$ cat config.mk
export PLATFORM = sky130hd
export DESIGN_NAME = cam_capture_rx
export DESIGN_NICKNAME = d
export VERILOG_FILES = /design/src/rtl/cam_capture_rx.sv
export SDC_FILE = /design/constraint.sdc
export NUM_CORES = 1
export LEC_CHECK = 0
export CORE_MARGIN = 5
export CORE_UTILIZATION = 50
export CTS_BUF_LIST = sky130_fd_sc_hd__clkbuf_4
export CTS_CLUSTER_SIZE = 16
export DETAILED_ROUTE_END_ITERATION = 8
export GPL_TIMING_DRIVEN = 0
export PLACE_DENSITY = 0.77
export SLEW_MARGIN = 10
export SYNTH_ARGS = -nofsm -noshare
export SYNTH_HDL_FRONTEND = slang
export SYNTH_SLANG_ARGS = --single-unit
$ cat constraint.sdc
create_clock -name PCLK -period 2.24 [get_ports PCLK]
set_clock_uncertainty 0.2 [all_clocks]
set_input_delay 0.224 -clock PCLK [delete_from_list [all_inputs] [get_ports PCLK]]
set_output_delay 0.224 -clock PCLK [all_outputs]
set_load 0.01 [all_outputs]
$ cat src/rtl/cam_capture_rx.sv
// Camera parallel-port receiver: pairs RGB565 bytes into pixels, tags x/y/address,
// and flags line-length and line-count timing errors.
module cam_capture_rx #(
  parameter int unsigned H_ACTIVE = 640,
  parameter int unsigned V_ACTIVE = 480,
  parameter int unsigned ADDR_W   = 19
) (
  input  logic              PCLK,
  input  logic              reset,
  input  logic              capture_en,
  input  logic              clr_err,
  input  logic              VSYNC,
  input  logic              HREF,
  input  logic [7:0]        DATA,
  output logic              pix_valid,
  output logic [15:0]       pix_data,
  output logic [9:0]        pix_x,
  output logic [8:0]        pix_y,
  output logic [ADDR_W-1:0] pix_addr,
  output logic              frame_start,
  output logic              frame_end,
  output logic              busy,
  output logic              err_hlen,
  output logic              err_vcnt,
  output logic [15:0]       frame_cnt
);

  localparam int unsigned LineBytes = 2 * H_ACTIVE;
  localparam int unsigned BcntW     = $clog2(LineBytes + 1);

  typedef enum logic [1:0] {StIdle, StWaitVs, StVblank, StFrame} state_e;

  // Pin capture stage plus one extra delay for edge detection; free-running so
  // that edges are judged against the true pin history even across a reset.
  logic       vs_q, vs_qq, hr_q, hr_qq;
  logic [7:0] d_q;

  always_ff @(posedge PCLK) begin
    vs_q  <= VSYNC;
    vs_qq <= vs_q;
    hr_q  <= HREF;
    hr_qq <= hr_q;
    d_q   <= DATA;
  end

  state_e            state_q;
  logic [BcntW-1:0]  bcnt_q;
  logic [7:0]        hi_q;
  logic [9:0]        x_q;
  logic [8:0]        y_q;
  logic [ADDR_W-1:0] addr_q, row_base_q;
  logic              line_pix_q, frame_err_q, extra_chk_q;

  logic vs_rise, hr_rise, hr_fall;
  logic enter_frame, frame_abort, clr_cnt, byte_take, overflow;
  logic line_end, line_bad, last_line, hlen_set, vcnt_set;
  logic err_hlen_d, err_vcnt_d;

  always_comb begin
    vs_rise     = vs_q & ~vs_qq;
    hr_rise     = hr_q & ~hr_qq;
    hr_fall     = ~hr_q & hr_qq;
    enter_frame = (state_q == StVblank) && hr_rise && !vs_q;
    frame_abort = (state_q == StFrame) && vs_rise;
    clr_cnt     = (state_q == StVblank) || ((state_q == StWaitVs) && vs_rise) || frame_abort;
    byte_take   = hr_q && (((state_q == StFrame) && !vs_rise) || enter_frame);
    overflow    = byte_take && (bcnt_q >= BcntW'(LineBytes));
    line_end    = (state_q == StFrame) && !vs_rise && hr_fall;
    line_bad    = line_end && (bcnt_q != BcntW'(LineBytes));
    last_line   = line_end && line_pix_q && (y_q == 9'(V_ACTIVE - 1));
    hlen_set    = overflow | line_bad;
    // Extra lines only count after a completed frame, not after reset or a skipped frame.
    vcnt_set    = frame_abort | ((state_q == StWaitVs) && extra_chk_q && hr_rise);
    err_hlen_d  = hlen_set | (err_hlen & ~clr_err);
    err_vcnt_d  = vcnt_set | (err_vcnt & ~clr_err);
  end

  always_ff @(posedge PCLK) begin
    if (reset) begin
      state_q     <= StIdle;
      bcnt_q      <= '0;
      hi_q        <= '0;
      x_q         <= '0;
      y_q         <= '0;
      addr_q      <= '0;
      row_base_q  <= '0;
      line_pix_q  <= 1'b0;
      frame_err_q <= 1'b0;
      extra_chk_q <= 1'b0;
      pix_valid   <= 1'b0;
      pix_data    <= '0;
      pix_x       <= '0;
      pix_y       <= '0;
      pix_addr    <= '0;
      frame_start <= 1'b0;
      frame_end   <= 1'b0;
      err_hlen    <= 1'b0;
      err_vcnt    <= 1'b0;
      frame_cnt   <= '0;
    end else begin
      pix_valid   <= 1'b0;
      frame_start <= 1'b0;
      frame_end   <= 1'b0;
      err_hlen    <= err_hlen_d;
      err_vcnt    <= err_vcnt_d;

      if (clr_cnt) begin
        bcnt_q      <= '0;
        x_q         <= '0;
        y_q         <= '0;
        addr_q      <= '0;
        row_base_q  <= '0;
        line_pix_q  <= 1'b0;
        frame_err_q <= 1'b0;
      end

      case (state_q)
        StIdle: state_q <= StWaitVs;
        StWaitVs: begin
          if (vs_rise) begin
            extra_chk_q <= 1'b0;
            if (capture_en) state_q <= StVblank;
          end
        end
        StVblank: begin
          if (enter_frame) state_q <= StFrame;
        end
        StFrame: begin
          if (vs_rise) begin
            state_q <= capture_en ? StVblank : StWaitVs;
          end else if (hr_fall) begin
            bcnt_q     <= '0;
            x_q        <= '0;
            line_pix_q <= 1'b0;
            if (line_pix_q) begin
              // Re-align to the row base so a short line cannot skew later addresses.
              y_q        <= y_q + 9'd1;
              row_base_q <= row_base_q + ADDR_W'(H_ACTIVE);
              addr_q     <= row_base_q + ADDR_W'(H_ACTIVE);
            end
            if (last_line) begin
              state_q     <= StWaitVs;
              extra_chk_q <= 1'b1;
              if (!frame_err_q && !line_bad) frame_cnt <= frame_cnt + 16'd1;
            end
          end
        end
        default: state_q <= StIdle;
      endcase

      // Placed after the counter clear so the first byte of a frame is not lost.
      if (byte_take && !overflow) begin
        bcnt_q <= bcnt_q + 1'b1;
        if (!bcnt_q[0]) begin
          hi_q <= d_q;
        end else begin
          pix_valid   <= 1'b1;
          pix_data    <= {hi_q, d_q};
          pix_x       <= x_q;
          pix_y       <= y_q;
          pix_addr    <= addr_q;
          frame_start <= (x_q == '0) && (y_q == '0);
          frame_end   <= (x_q == 10'(H_ACTIVE - 1)) && (y_q == 9'(V_ACTIVE - 1));
          x_q         <= x_q + 10'd1;
          addr_q      <= addr_q + ADDR_W'(1);
          line_pix_q  <= 1'b1;
        end
      end
      if (hlen_set) frame_err_q <= 1'b1;
    end
  end

  assign busy = (state_q == StFrame);

endmodule
==> results.txt <==
Implementation run completed; key figures follow.

Status:
- The run finished with clean final reports.

Synthesis:
- The run gives the flop and latch count out of synthesis as 168.
- The run puts the instance count of the mapped netlist at 867.
- Synthesis produced a netlist with a net count of 890.
- The run puts the cell total in the yosys stat output at 867.
- The run gives the count of unique library cells instantiated by Yosys as 65.
- The run puts the sequential element share of the synthesized area at 46.7%.
- The run gives the post-synth area from yosys stat as 7210 um^2.
- In the synthesized netlist the dominant register cell turns out to be dfxtp_1.
- The warning tally printed by Yosys for this design is 0.
- The run puts the number of synthesized flops with an enable pin at 0.
- The run gives the post-synthesis instance area as 7210 um^2.
- The run gives the share of flip-flops with an asynchronous set or reset as 0%.
- The run gives the synthesized area per cell as 8.31 um^2.

GRT:
- The run puts the largest net degree at the start of global routing at 17.
- The global routing report lists combined usage of all routing layers as 24.6%.
- The run gives the wire length of the first global-routing pass as 32.9 mm.
- The run puts the total congestion overflow at 0.
- The number of global-route vias before repair is 6483.
- Global routing used 6.22% of the available met3 tracks.
- In this run the most used layer during global routing was met2.
- For met2 alone, demand over resource in global routing was 40.7%.

Place:
- The run puts the final RePlAce weighted congestion at 0.952.
- Per the placement report, the placed cell count is 1136.
- The wire-length estimate of the detail-placed layout is 14.1 mm.

Floorplan:
- The run puts the count of standard-cell rows at 43.
- The run gives the floorplan utilization as 51.5%.
- The run puts the number of I/O pins at 90.
- The run gives the area of the die as 16900 um^2.
- The run puts the area of the core at 14000 um^2.

Critical path:
- For reference, the critical path is launched at hr_q.
- The run gives the family with the most delay on the worst path as simple AND/OR/NAND/NOR gates.
- The run puts the arrival time at the worst endpoint at 2.55 ns.
- The run gives the most common cell type on the critical path as buf_6.
- The run puts the maximum fanout along the worst path at 6.
- The run puts the number of buffers and inverters on the critical path at 4.
- The required time at the worst endpoint is listed as 2.56 ns.
- By startpoint and endpoint, the worst setup path is classified as flop to flop.
- STA lists the startpoint of the worst register-to-register path as hr_q.
- The run gives the endpoint class of the critical path as a flop.
- Listed in order, past its start point the critical path passes buf_6 > nand4b_1 > buf_6 > nor3_4 > nand4_4 > buf_6 > buf_6 > or3_4 > a21oi_2.
- The timing report gives the biggest stage delay along the critical path as 0.37 ns.
- The slowest stage of the critical path belongs to the cell or3_4.

Final layout:
- Ranking logic cells in the layout by count gives the top entries nand2_1, dfxtp_1, a21oi_1, clkdlybuf4s50_1, nor2_1.
- The run gives the post-synthesis to final-layout area growth as 29.4%.
- The run gives the number of nets at the end of the flow as 1033.
- Cells fill 66.7% of the core in the end.
- Per the cell usage report, the commonest logic cell in the layout is nand2_1.
- The run gives the tally of non-filler cells in the final layout as 1204.
- The run puts the ratio of cells with drive above 1 in the final layout at 16.7%.

Timing:
- Setup repair after global routing could not meet its margin everywhere.
- The run puts the worst setup margin at 0.0112 ns.
- The run gives the hold violation count in the final report as 0.
- The final timing report lists a max-slew violation count of 0.
- The run gives the worst-case headroom to the max-slew limit as 54.0%.
- The transition time recorded at the tightest slew-check pin is 0.689 ns.
- The tightest hold path in the finished design has a slack of 0.0550 ns.
- The run puts the portion of the clock cycle consumed by the worst path in the final layout at 99.5%.
- The run puts the number of failing setup endpoints in the final timing report at 0.
- The run puts the shortest clock period the worst path allows after layout at 2.23 ns.

Job:
- The run puts the max capacitance violation total at 0.
- The run puts the tally of OpenROAD warnings at 30.

Pwr:
- The run puts the maximum vdd drop at 0.000438 V.
- The run puts the cell leakage power at 3.11 nW.
- The run puts the overall power at 0.00502 W.
- The run gives the cell area power density as 538 nW/um^2.

Clock tree:
- TritonCTS built the clock tree.
- The run gives the cell at the root of the clock tree as clkbuf_4.
- The run gives the total clock sinks as 168.
- The CTS report gives the tree buffer count as 17.
- Counting along the longest clock path gives a buffer depth of 2.
- The timing report gives the clock slew at the launch and capture registers of the worst setup and hold paths as 0.14 ns.
- The skew report gives the latency at the later pin of the worst-skew pair as 0.58 ns.
- The H-tree was split into 4 levels.

Drt:
- The run puts the post-detailed-route via-to-cell ratio at 5.88.
- The routed design has 21.2 mm of wire.
- The routed layout has 7084 vias.
- The run gives the number of design-rule violations left by the first detailed-router iteration as 612.
- The run gives the number of DRC violations after detailed routing as 0.
- The first detailed-routing pass took 6 iterations.

Worst hold path:
- The tightest min-delay check is of the input port to flop type.
- The worst hold path begins at clr_err.
[stage by stage]
| stage | setup TNS, ns | instance area, um^2 |
|---|---|---|
| after detailed placement | -66.22 | 8320 |
| after CTS | 0 | 8980 |
| after global placement | -67.49 | 8320 |
| after global routing | -0.586 | 9330 |
| after floorplan | 0 | 7210 |
| final | 0 | 9330 |
[where the power goes]
group | internal (W) | switching (W)
sequential | 0.00300 | 0.0000115
clock | 0.000695 | 0.00106
combinational | 0.0000861 | 0.000166
[repair_timing]
action                                  CTS  global route
setup buffers                            16             7
pin swaps                                10            26
endpoints found under the hold margin    11             0
resized                                  53            90
cloned                                    0             2
hold buffers                             11             0
endpoints found under the setup margin  130           122
[synthesized netlist by cell type (all sizes together) (5+ instances only)]
| library cell | instances | area share (%) |
|---|---|---|
| dfxtp | 168 | 47 |
| nand2 | 161 | 8.4 |
| a21oi | 104 | 7.2 |
| nor2 | 57 | 3.0 |
| clkbuf | 41 | 2.1 |
| nor3 | 29 | 2.2 |
| o21ai | 23 | 1.6 |
| nand3 | 22 | 1.5 |
| nand4 | 22 | 2.1 |
| inv | 20 | 1.0 |
| and3 | 14 | 1.2 |
| nor4 | 14 | 1.3 |
| xnor2 | 14 | 1.7 |
| and2 | 13 | 1.1 |
| or4 | 13 | 1.4 |
| xor2 | 13 | 1.6 |
| mux2i | 12 | 1.7 |
| o31ai | 12 | 1.3 |
| buf | 10 | 0.82 |
| a31oi | 9 | 0.78 |
| ha | 9 | 1.6 |
| nand3b | 8 | 0.83 |
| a211oi | 7 | 0.73 |
| o211ai | 6 | 0.62 |
| or2 | 6 | 0.52 |
| or3 | 5 | 0.43 |
[cell families (layout without fill, tap and decap cells)]
logic type,Yosys count,in the layout,share of synthesized area (%)
compound gates,194,194,16.1
xor+xnor,27,27,3.28
fa+ha+maj,9,9,1.56
buf+inv,71,226,3.99
flops,168,168,46.7
mux,13,13,1.82
other cells,0,1,0
simple gates,385,386,26.6
[flip-flops by register name, summed over array words and instances, names as in the netlist, 2 cells and up]
signal,flops
d_q,8
hi_q,8
pix_addr,19
frame_cnt,16
pix_x,10
x_q,10
pix_y,9
state_q,2
pix_data,16
bcnt_q,11
addr_q,19
row_base_q,19
y_q,9
[worst reg2reg max path, stage by stage (launching register included)]
cell and delay [ns]:
dfxtp_2 0.36, buf_6 0.12, nand4b_1 0.19, buf_6 0.16, nor3_4 0.20, nand4_4 0.16
buf_6 0.17, buf_6 0.13, or3_4 0.37, a21oi_2 0.11
[per-layer routing]
layer	vias to the layer above	share of wire [%]
li1	3349	-
met1	3383	41
met2	290	48
met3	62	8.0
met4	0	3.4
met5	-	0
[worst paths after layout]
check	end	depth (start not counted)	slack (ns)
worst max-delay path	frame_cnt[3]	9	0.01
worst min-delay path	err_hlen	4	0.05
worst max register to register	frame_cnt[3]	9	0.01
worst min register to register	hr_qq	0	0.18
[layout make-up]
class	count	area, um^2
Antenna cell	1	2.50
Buffer	50	277
Clock buffer	20	150
Clock inverter	12	128
Fill cell	1175	4660
Inverter	20	75.1
Multi-Input combinational cell	629	3870
Sequential cell	168	3400
Tap cell	180	225
Timing Repair Buffer	124	1200
io_placement.png
Pins as bars across the die edge, other pins in grey.
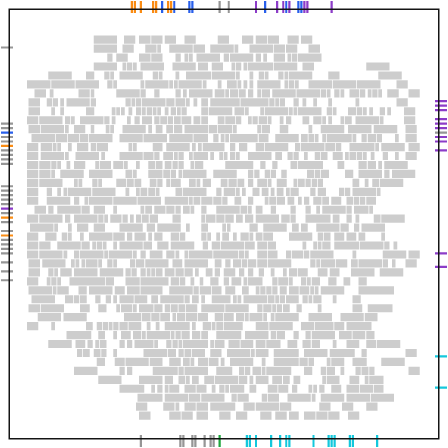
- pix_y: blue (pins 9; direction output; edge 8 north, 1 west)
- pix_addr: purple (pins 19; direction output; edge 11 east, 7 north, 1 west)
- reset: green (pins 1; direction input; edge south)
- frame_cnt: cyan (pins 16; direction output; edge 14 south, 2 east)
- pix_x: orange (pins 10; direction output; edge 7 north, 3 west)
IO buf count: 89
x dimension of the die: 130 um
die extent in y: 130 um

congestion.png
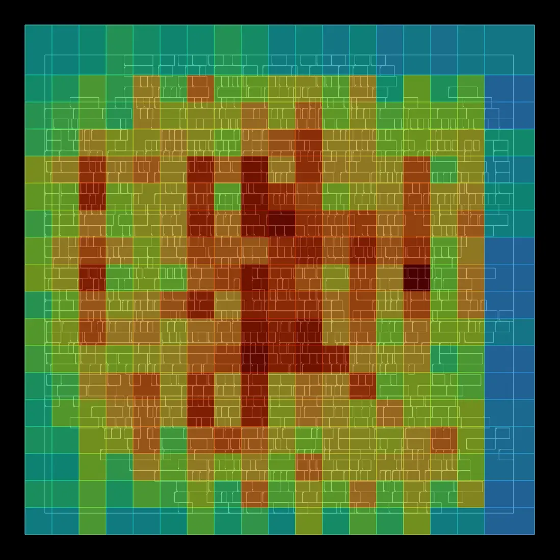
post-DR wirelength/cell: 17.6 um
met1 Usage GRT: 31.1%

Power and IR drop assume default switching activity.
